**src/rtl/vga_rd_arbiter_if.sv**
```systemverilog
// AXI4 read-channel bundle (AR + R). The master modport issues reads, and the slave
// modport answers them.
interface vga_rd_arbiter_if;
  logic        arvalid;
  logic        arready;
  logic [31:0] araddr;
  logic [3:0]  arid;
  logic [7:0]  arlen;
  logic [2:0]  arsize;
  logic [1:0]  arburst;
  logic        rvalid;
  logic        rready;
  logic [1:0]  rresp;
  logic [63:0] rdata;
  logic        rlast;
  logic [3:0]  rid;

  modport master (
    output arvalid, araddr, arid, arlen, arsize, arburst, rready,
    input  arready, rvalid, rresp, rdata, rlast, rid
  );

  modport slave (
    input  arvalid, araddr, arid, arlen, arsize, arburst, rready,
    output arready, rvalid, rresp, rdata, rlast, rid
  );
endinterface

```
**src/rtl/vga_rd_arbiter.sv**
```systemverilog
// Two-way AXI4 read arbiter: scan-out (s0) has urgent priority with a starvation cap,
// otherwise round-robin; one whole burst in flight, with beat tracking against arlen.
module vga_rd_arbiter #(
  parameter int STARVE_MAX = 8
) (
  input  logic             clock,
  input  logic             resetn,
  input  logic             s0_urgent,
  vga_rd_arbiter_if.slave  s0,
  vga_rd_arbiter_if.slave  s1,
  vga_rd_arbiter_if.master m,
  output logic             proto_err
);
  localparam logic [7:0] STARVE_LIM = 8'(STARVE_MAX);

  typedef enum logic [1:0] {IDLE = 2'd0, ADDR = 2'd1, DATA = 2'd2} state_t;

  state_t      state_r, state_s;
  logic        grant_r, last_grant_r;
  logic [7:0]  starve_cnt_r;
  logic [8:0]  beat_cnt_r;
  logic [31:0] araddr_r;
  logic [3:0]  arid_r;
  logic [7:0]  arlen_r;
  logic [2:0]  arsize_r;
  logic [1:0]  arburst_r;

  logic        sel_s, override_s, accept_s, rready_sel_s, r_hs_s;
  logic [8:0]  beat_next_s, beat_end_s;

  // Grant selection among the requesters that are currently valid
  always_comb begin
    sel_s      = ~last_grant_r;
    override_s = 1'b0;
    if (s0.arvalid && !s1.arvalid) begin
      sel_s = 1'b0;
    end else if (s1.arvalid && !s0.arvalid) begin
      sel_s = 1'b1;
    end else if (s0_urgent && (starve_cnt_r < STARVE_LIM)) begin
      sel_s      = 1'b0;
      override_s = s1.arvalid;
    end else begin
      sel_s = ~last_grant_r;
    end
  end

  // Reset gating keeps arready low while resetn is held, even with arvalid present
  assign accept_s     = resetn && (state_r == IDLE) && (s0.arvalid || s1.arvalid);
  assign rready_sel_s = grant_r ? s1.rready : s0.rready;
  assign r_hs_s       = (state_r == DATA) && m.rvalid && rready_sel_s;
  assign beat_next_s  = beat_cnt_r + 9'd1;
  assign beat_end_s   = {1'b0, arlen_r} + 9'd1;

  assign m.araddr  = araddr_r;
  assign m.arid    = arid_r;
  assign m.arlen   = arlen_r;
  assign m.arsize  = arsize_r;
  assign m.arburst = arburst_r;

  // Next-state logic, handshake outputs and R-channel routing
  always_comb begin
    state_s    = state_r;
    s0.arready = 1'b0;
    s1.arready = 1'b0;
    m.arvalid  = 1'b0;
    m.rready   = 1'b0;
    s0.rvalid  = 1'b0;
    s0.rresp   = 2'd0;
    s0.rdata   = 64'd0;
    s0.rlast   = 1'b0;
    s0.rid     = 4'd0;
    s1.rvalid  = 1'b0;
    s1.rresp   = 2'd0;
    s1.rdata   = 64'd0;
    s1.rlast   = 1'b0;
    s1.rid     = 4'd0;
    case (state_r)
      IDLE: begin
        if (accept_s) begin
          s0.arready = ~sel_s;
          s1.arready = sel_s;
          state_s    = ADDR;
        end else begin
          state_s = IDLE;
        end
      end
      ADDR: begin
        m.arvalid = 1'b1;
        if (m.arready) begin
          state_s = DATA;
        end else begin
          state_s = ADDR;
        end
      end
      DATA: begin
        m.rready = rready_sel_s;
        if (grant_r) begin
          s1.rvalid = m.rvalid;
          s1.rresp  = m.rresp;
          s1.rdata  = m.rdata;
          s1.rlast  = m.rlast;
          s1.rid    = m.rid;
        end else begin
          s0.rvalid = m.rvalid;
          s0.rresp  = m.rresp;
          s0.rdata  = m.rdata;
          s0.rlast  = m.rlast;
          s0.rid    = m.rid;
        end
        if (r_hs_s && m.rlast) begin
          state_s = IDLE;
        end else begin
          state_s = DATA;
        end
      end
      default: state_s = IDLE;
    endcase
  end

  // FSM state register
  always_ff @(posedge clock or negedge resetn) begin
    if (!resetn) begin
      state_r <= IDLE;
    end else begin
      state_r <= state_s;
    end
  end

  // Grant bookkeeping, AR payload latch and beat tracking
  always_ff @(posedge clock or negedge resetn) begin
    if (!resetn) begin
      grant_r      <= 1'b0;
      last_grant_r <= 1'b1;
      starve_cnt_r <= 8'd0;
      beat_cnt_r   <= 9'd0;
      araddr_r     <= 32'd0;
      arid_r       <= 4'd0;
      arlen_r      <= 8'd0;
      arsize_r     <= 3'd0;
      arburst_r    <= 2'd0;
      proto_err    <= 1'b0;
    end else begin
      if (accept_s) begin
        grant_r      <= sel_s;
        last_grant_r <= sel_s;
        beat_cnt_r   <= 9'd0;
        araddr_r     <= sel_s ? s1.araddr  : s0.araddr;
        arid_r       <= sel_s ? s1.arid    : s0.arid;
        arlen_r      <= sel_s ? s1.arlen   : s0.arlen;
        arsize_r     <= sel_s ? s1.arsize  : s0.arsize;
        arburst_r    <= sel_s ? s1.arburst : s0.arburst;
        // The override only fires below the limit, so the count saturates there
        if (sel_s) begin
          starve_cnt_r <= 8'd0;
        end else if (override_s) begin
          starve_cnt_r <= starve_cnt_r + 8'd1;
        end
      end
      if (r_hs_s) begin
        beat_cnt_r <= beat_next_s;
        if (m.rlast ? (beat_next_s != beat_end_s) : (beat_next_s == beat_end_s)) begin
          proto_err <= 1'b1;
        end
      end
    end
  end
endmodule

```
**src/flat_wrapper.sv**
```systemverilog
// flat-port wrapper written by rule: the top's interface ports become plain ports
module vga_rd_arbiter_flat 
#(
  parameter int STARVE_MAX = 8
)
  (clock, resetn, s0_urgent, proto_err, s0_arvalid, s0_araddr, s0_arid, s0_arlen, s0_arsize, s0_arburst, s0_rready, s0_arready, s0_rvalid, s0_rresp, s0_rdata, s0_rlast, s0_rid, s1_arvalid, s1_araddr, s1_arid, s1_arlen, s1_arsize, s1_arburst, s1_rready, s1_arready, s1_rvalid, s1_rresp, s1_rdata, s1_rlast, s1_rid, m_arvalid, m_araddr, m_arid, m_arlen, m_arsize, m_arburst, m_rready, m_arready, m_rvalid, m_rresp, m_rdata, m_rlast, m_rid);
  vga_rd_arbiter_if s0_i ();
  vga_rd_arbiter_if s1_i ();
  vga_rd_arbiter_if m_i ();
  input  logic clock;
  input  logic resetn;
  input  logic s0_urgent;
  output logic proto_err;
  input wire logic [$bits(s0_i.arvalid)-1:0] s0_arvalid;
  input wire logic [$bits(s0_i.araddr)-1:0] s0_araddr;
  input wire logic [$bits(s0_i.arid)-1:0] s0_arid;
  input wire logic [$bits(s0_i.arlen)-1:0] s0_arlen;
  input wire logic [$bits(s0_i.arsize)-1:0] s0_arsize;
  input wire logic [$bits(s0_i.arburst)-1:0] s0_arburst;
  input wire logic [$bits(s0_i.rready)-1:0] s0_rready;
  output wire logic [$bits(s0_i.arready)-1:0] s0_arready;
  output wire logic [$bits(s0_i.rvalid)-1:0] s0_rvalid;
  output wire logic [$bits(s0_i.rresp)-1:0] s0_rresp;
  output wire logic [$bits(s0_i.rdata)-1:0] s0_rdata;
  output wire logic [$bits(s0_i.rlast)-1:0] s0_rlast;
  output wire logic [$bits(s0_i.rid)-1:0] s0_rid;
  input wire logic [$bits(s1_i.arvalid)-1:0] s1_arvalid;
  input wire logic [$bits(s1_i.araddr)-1:0] s1_araddr;
  input wire logic [$bits(s1_i.arid)-1:0] s1_arid;
  input wire logic [$bits(s1_i.arlen)-1:0] s1_arlen;
  input wire logic [$bits(s1_i.arsize)-1:0] s1_arsize;
  input wire logic [$bits(s1_i.arburst)-1:0] s1_arburst;
  input wire logic [$bits(s1_i.rready)-1:0] s1_rready;
  output wire logic [$bits(s1_i.arready)-1:0] s1_arready;
  output wire logic [$bits(s1_i.rvalid)-1:0] s1_rvalid;
  output wire logic [$bits(s1_i.rresp)-1:0] s1_rresp;
  output wire logic [$bits(s1_i.rdata)-1:0] s1_rdata;
  output wire logic [$bits(s1_i.rlast)-1:0] s1_rlast;
  output wire logic [$bits(s1_i.rid)-1:0] s1_rid;
  output wire logic [$bits(m_i.arvalid)-1:0] m_arvalid;
  output wire logic [$bits(m_i.araddr)-1:0] m_araddr;
  output wire logic [$bits(m_i.arid)-1:0] m_arid;
  output wire logic [$bits(m_i.arlen)-1:0] m_arlen;
  output wire logic [$bits(m_i.arsize)-1:0] m_arsize;
  output wire logic [$bits(m_i.arburst)-1:0] m_arburst;
  output wire logic [$bits(m_i.rready)-1:0] m_rready;
  input wire logic [$bits(m_i.arready)-1:0] m_arready;
  input wire logic [$bits(m_i.rvalid)-1:0] m_rvalid;
  input wire logic [$bits(m_i.rresp)-1:0] m_rresp;
  input wire logic [$bits(m_i.rdata)-1:0] m_rdata;
  input wire logic [$bits(m_i.rlast)-1:0] m_rlast;
  input wire logic [$bits(m_i.rid)-1:0] m_rid;
  assign s0_i.arvalid = s0_arvalid;
  assign s0_i.araddr = s0_araddr;
  assign s0_i.arid = s0_arid;
  assign s0_i.arlen = s0_arlen;
  assign s0_i.arsize = s0_arsize;
  assign s0_i.arburst = s0_arburst;
  assign s0_i.rready = s0_rready;
  assign s0_arready = s0_i.arready;
  assign s0_rvalid = s0_i.rvalid;
  assign s0_rresp = s0_i.rresp;
  assign s0_rdata = s0_i.rdata;
  assign s0_rlast = s0_i.rlast;
  assign s0_rid = s0_i.rid;
  assign s1_i.arvalid = s1_arvalid;
  assign s1_i.araddr = s1_araddr;
  assign s1_i.arid = s1_arid;
  assign s1_i.arlen = s1_arlen;
  assign s1_i.arsize = s1_arsize;
  assign s1_i.arburst = s1_arburst;
  assign s1_i.rready = s1_rready;
  assign s1_arready = s1_i.arready;
  assign s1_rvalid = s1_i.rvalid;
  assign s1_rresp = s1_i.rresp;
  assign s1_rdata = s1_i.rdata;
  assign s1_rlast = s1_i.rlast;
  assign s1_rid = s1_i.rid;
  assign m_arvalid = m_i.arvalid;
  assign m_araddr = m_i.araddr;
  assign m_arid = m_i.arid;
  assign m_arlen = m_i.arlen;
  assign m_arsize = m_i.arsize;
  assign m_arburst = m_i.arburst;
  assign m_rready = m_i.rready;
  assign m_i.arready = m_arready;
  assign m_i.rvalid = m_rvalid;
  assign m_i.rresp = m_rresp;
  assign m_i.rdata = m_rdata;
  assign m_i.rlast = m_rlast;
  assign m_i.rid = m_rid;
  vga_rd_arbiter #(.STARVE_MAX(STARVE_MAX)) u_core (.clock(clock), .resetn(resetn), .s0_urgent(s0_urgent), .s0(s0_i), .s1(s1_i), .m(m_i), .proto_err(proto_err));
endmodule
```
**config.mk**
```make
export PLATFORM = sky130hd
export DESIGN_NAME = vga_rd_arbiter_flat
export DESIGN_NICKNAME = d
export VERILOG_FILES = /design/src/rtl/vga_rd_arbiter_if.sv /design/src/rtl/vga_rd_arbiter.sv /design/src/flat_wrapper.sv
export SDC_FILE = /design/constraint.sdc
export NUM_CORES = 1
export LEC_CHECK = 0
export CAP_MARGIN = 0
export CORE_AREA = 3 3 144 146
export DETAILED_ROUTE_END_ITERATION = 16
export DIE_AREA = 0 0 147 149
export DONT_BUFFER_PORTS = 1
export GPL_TIMING_DRIVEN = 0
export HOLD_SLACK_MARGIN = 0.08
export SLEW_MARGIN = 20
export SYNTH_ARGS = -nofsm -noshare
export SYNTH_HDL_FRONTEND = slang
export SYNTH_SLANG_ARGS = --single-unit
```
**constraint.sdc**
```tcl
create_clock -name clock -period 1.95 [get_ports clock]
set_input_delay 0.195 -clock clock [delete_from_list [all_inputs] [get_ports clock]]
set_output_delay 0.195 -clock clock [all_outputs]
set_load 0.01 [all_outputs]
```
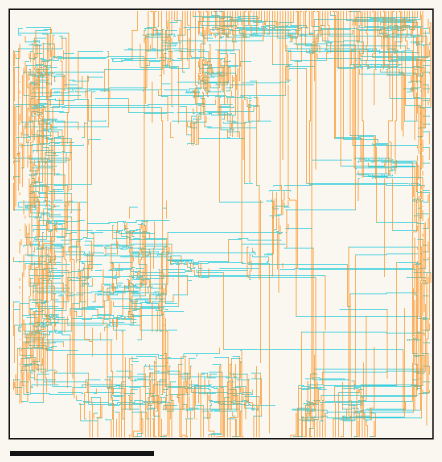
(signal wires by layer)
Bar = 50 um. Two of the layers only.
met2: shown in orange, wire length 11000 um. met1: shown in cyan, wire length 7410 um.

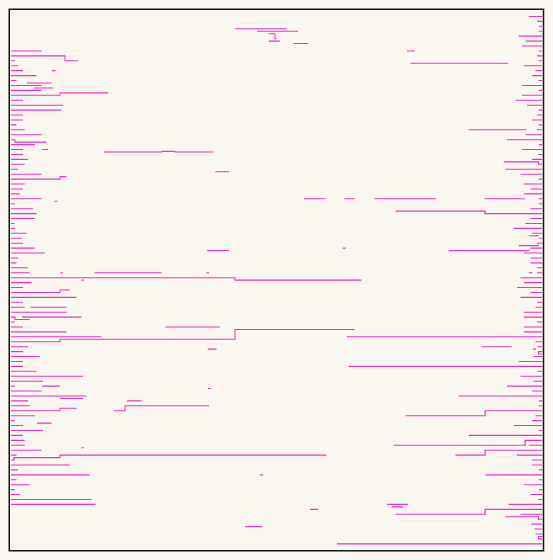
(met3 routing)
220 nets have wire on it. The wires run mostly horizontal.

==> notes.md <==
run metrics: post-synthesis cell count=535, failing checks=setup timing, DP HPWL=15400 um, fin worst setup slack=-189 ps, critical path buffer and inverter count=3, TNS Setup=-4980 ps, CP max stage cell=or4b_4, flop count=71, Data required, critical path=2150 ps, crit-path cells=or4b_4 -> nor3_4 -> o22ai_4 -> buf_6 -> buf_12 -> clkbuf_16 -> mux2i_1 -> o21ai_1, fraction of area in non-clock buffers=20.5%, Max stage delay on crit path=550 ps, leakage=3.11 nW, Clock Pin Slew Worst Setup and Hold Paths=60 ps, clock buffers=9, Post-synth regs=71, final WL=20900 um, worst hold slack=67.2 ps, Yosys top cell by instances=and3_1, WP depth=8, status=finished, violations left, Logic inverters=5, final setup fails=55, Slew headroom=59.4%, Root Buffer=clkbuf_16, H-tree depth=3, FF+latch area=1780 um^2, cell area after technology mapping=4590 um^2, crit path to=u_core.m.arburst[0], pre-CTS setup slack=-566 ps, largest net degree at the start of global routing=72, Logic pwr share=43.3%, area fraction in mux cells=11.3%, cell row count=51, R2R depth=8, dominant kind of cell=multi-input combinational cells, Synth Net Count=716, post-CTS setup buffer count=7, dpl cells=800, IO buf count=0, # Cells Yosys=535, Chip Width=147 um, crit path max fanout=6, reg2reg setup slack=-190 ps, Max VDD drop=603 uV, hold endpoint=u_core.m.araddr[5], Async SR Flop Fraction=100%, XOR/XNOR Area Share=4.20%
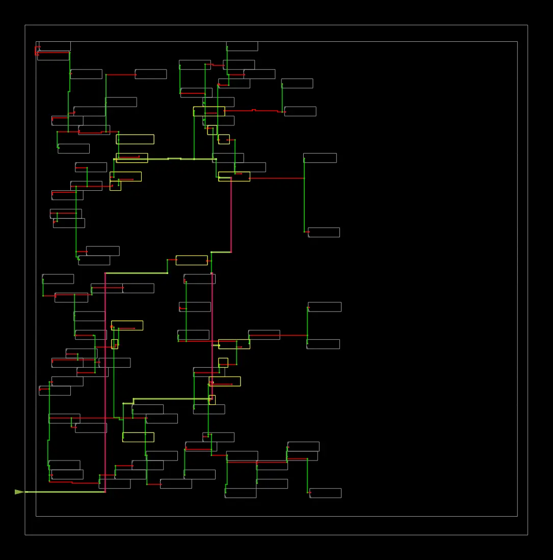
(clock nets)
P_clk: 1.66 mW
clk_lat worst skew: 330 ps

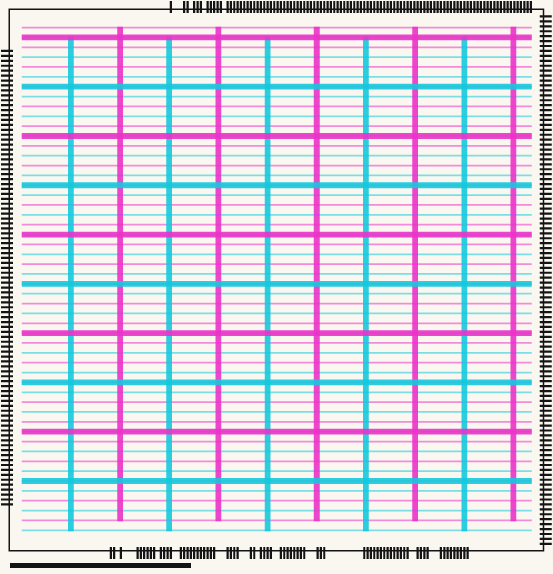
(floorplan with the power grid)
Bar = 50 um. Pins as bars on the die edge.
VSS: shown in cyan. VDD: shown in magenta.
10 straps on met4. 52 met1 rails follow the rows.

[power by group through the flow]
stage | combinational, mW | clock (mW) | sequential [mW]
after floorplan | 2.10 | 0 | 2.65
after global placement | 2.67 | 0 | 2.88
after detailed placement | 2.75 | 0 | 2.88
after CTS | 3.12 | 1.71 | 2.88
after global routing | 3.83 | 1.77 | 2.98
final | 3.48 | 1.66 | 2.90
[flip-flops by register name, indices dropped and copies added, names as in the netlist]
signal,cells
u_core.grant_r,1
u_core.m.arsize,3
u_core.beat_cnt_r,9
u_core.last_grant_r,1
u_core.m.arburst,2
u_core.state_r,2
u_core.proto_err,1
u_core.m.arid,4
u_core.m.arlen,8
u_core.m.araddr,32
u_core.starve_cnt_r,8
Power is estimated from default activity; no workload was simulated.
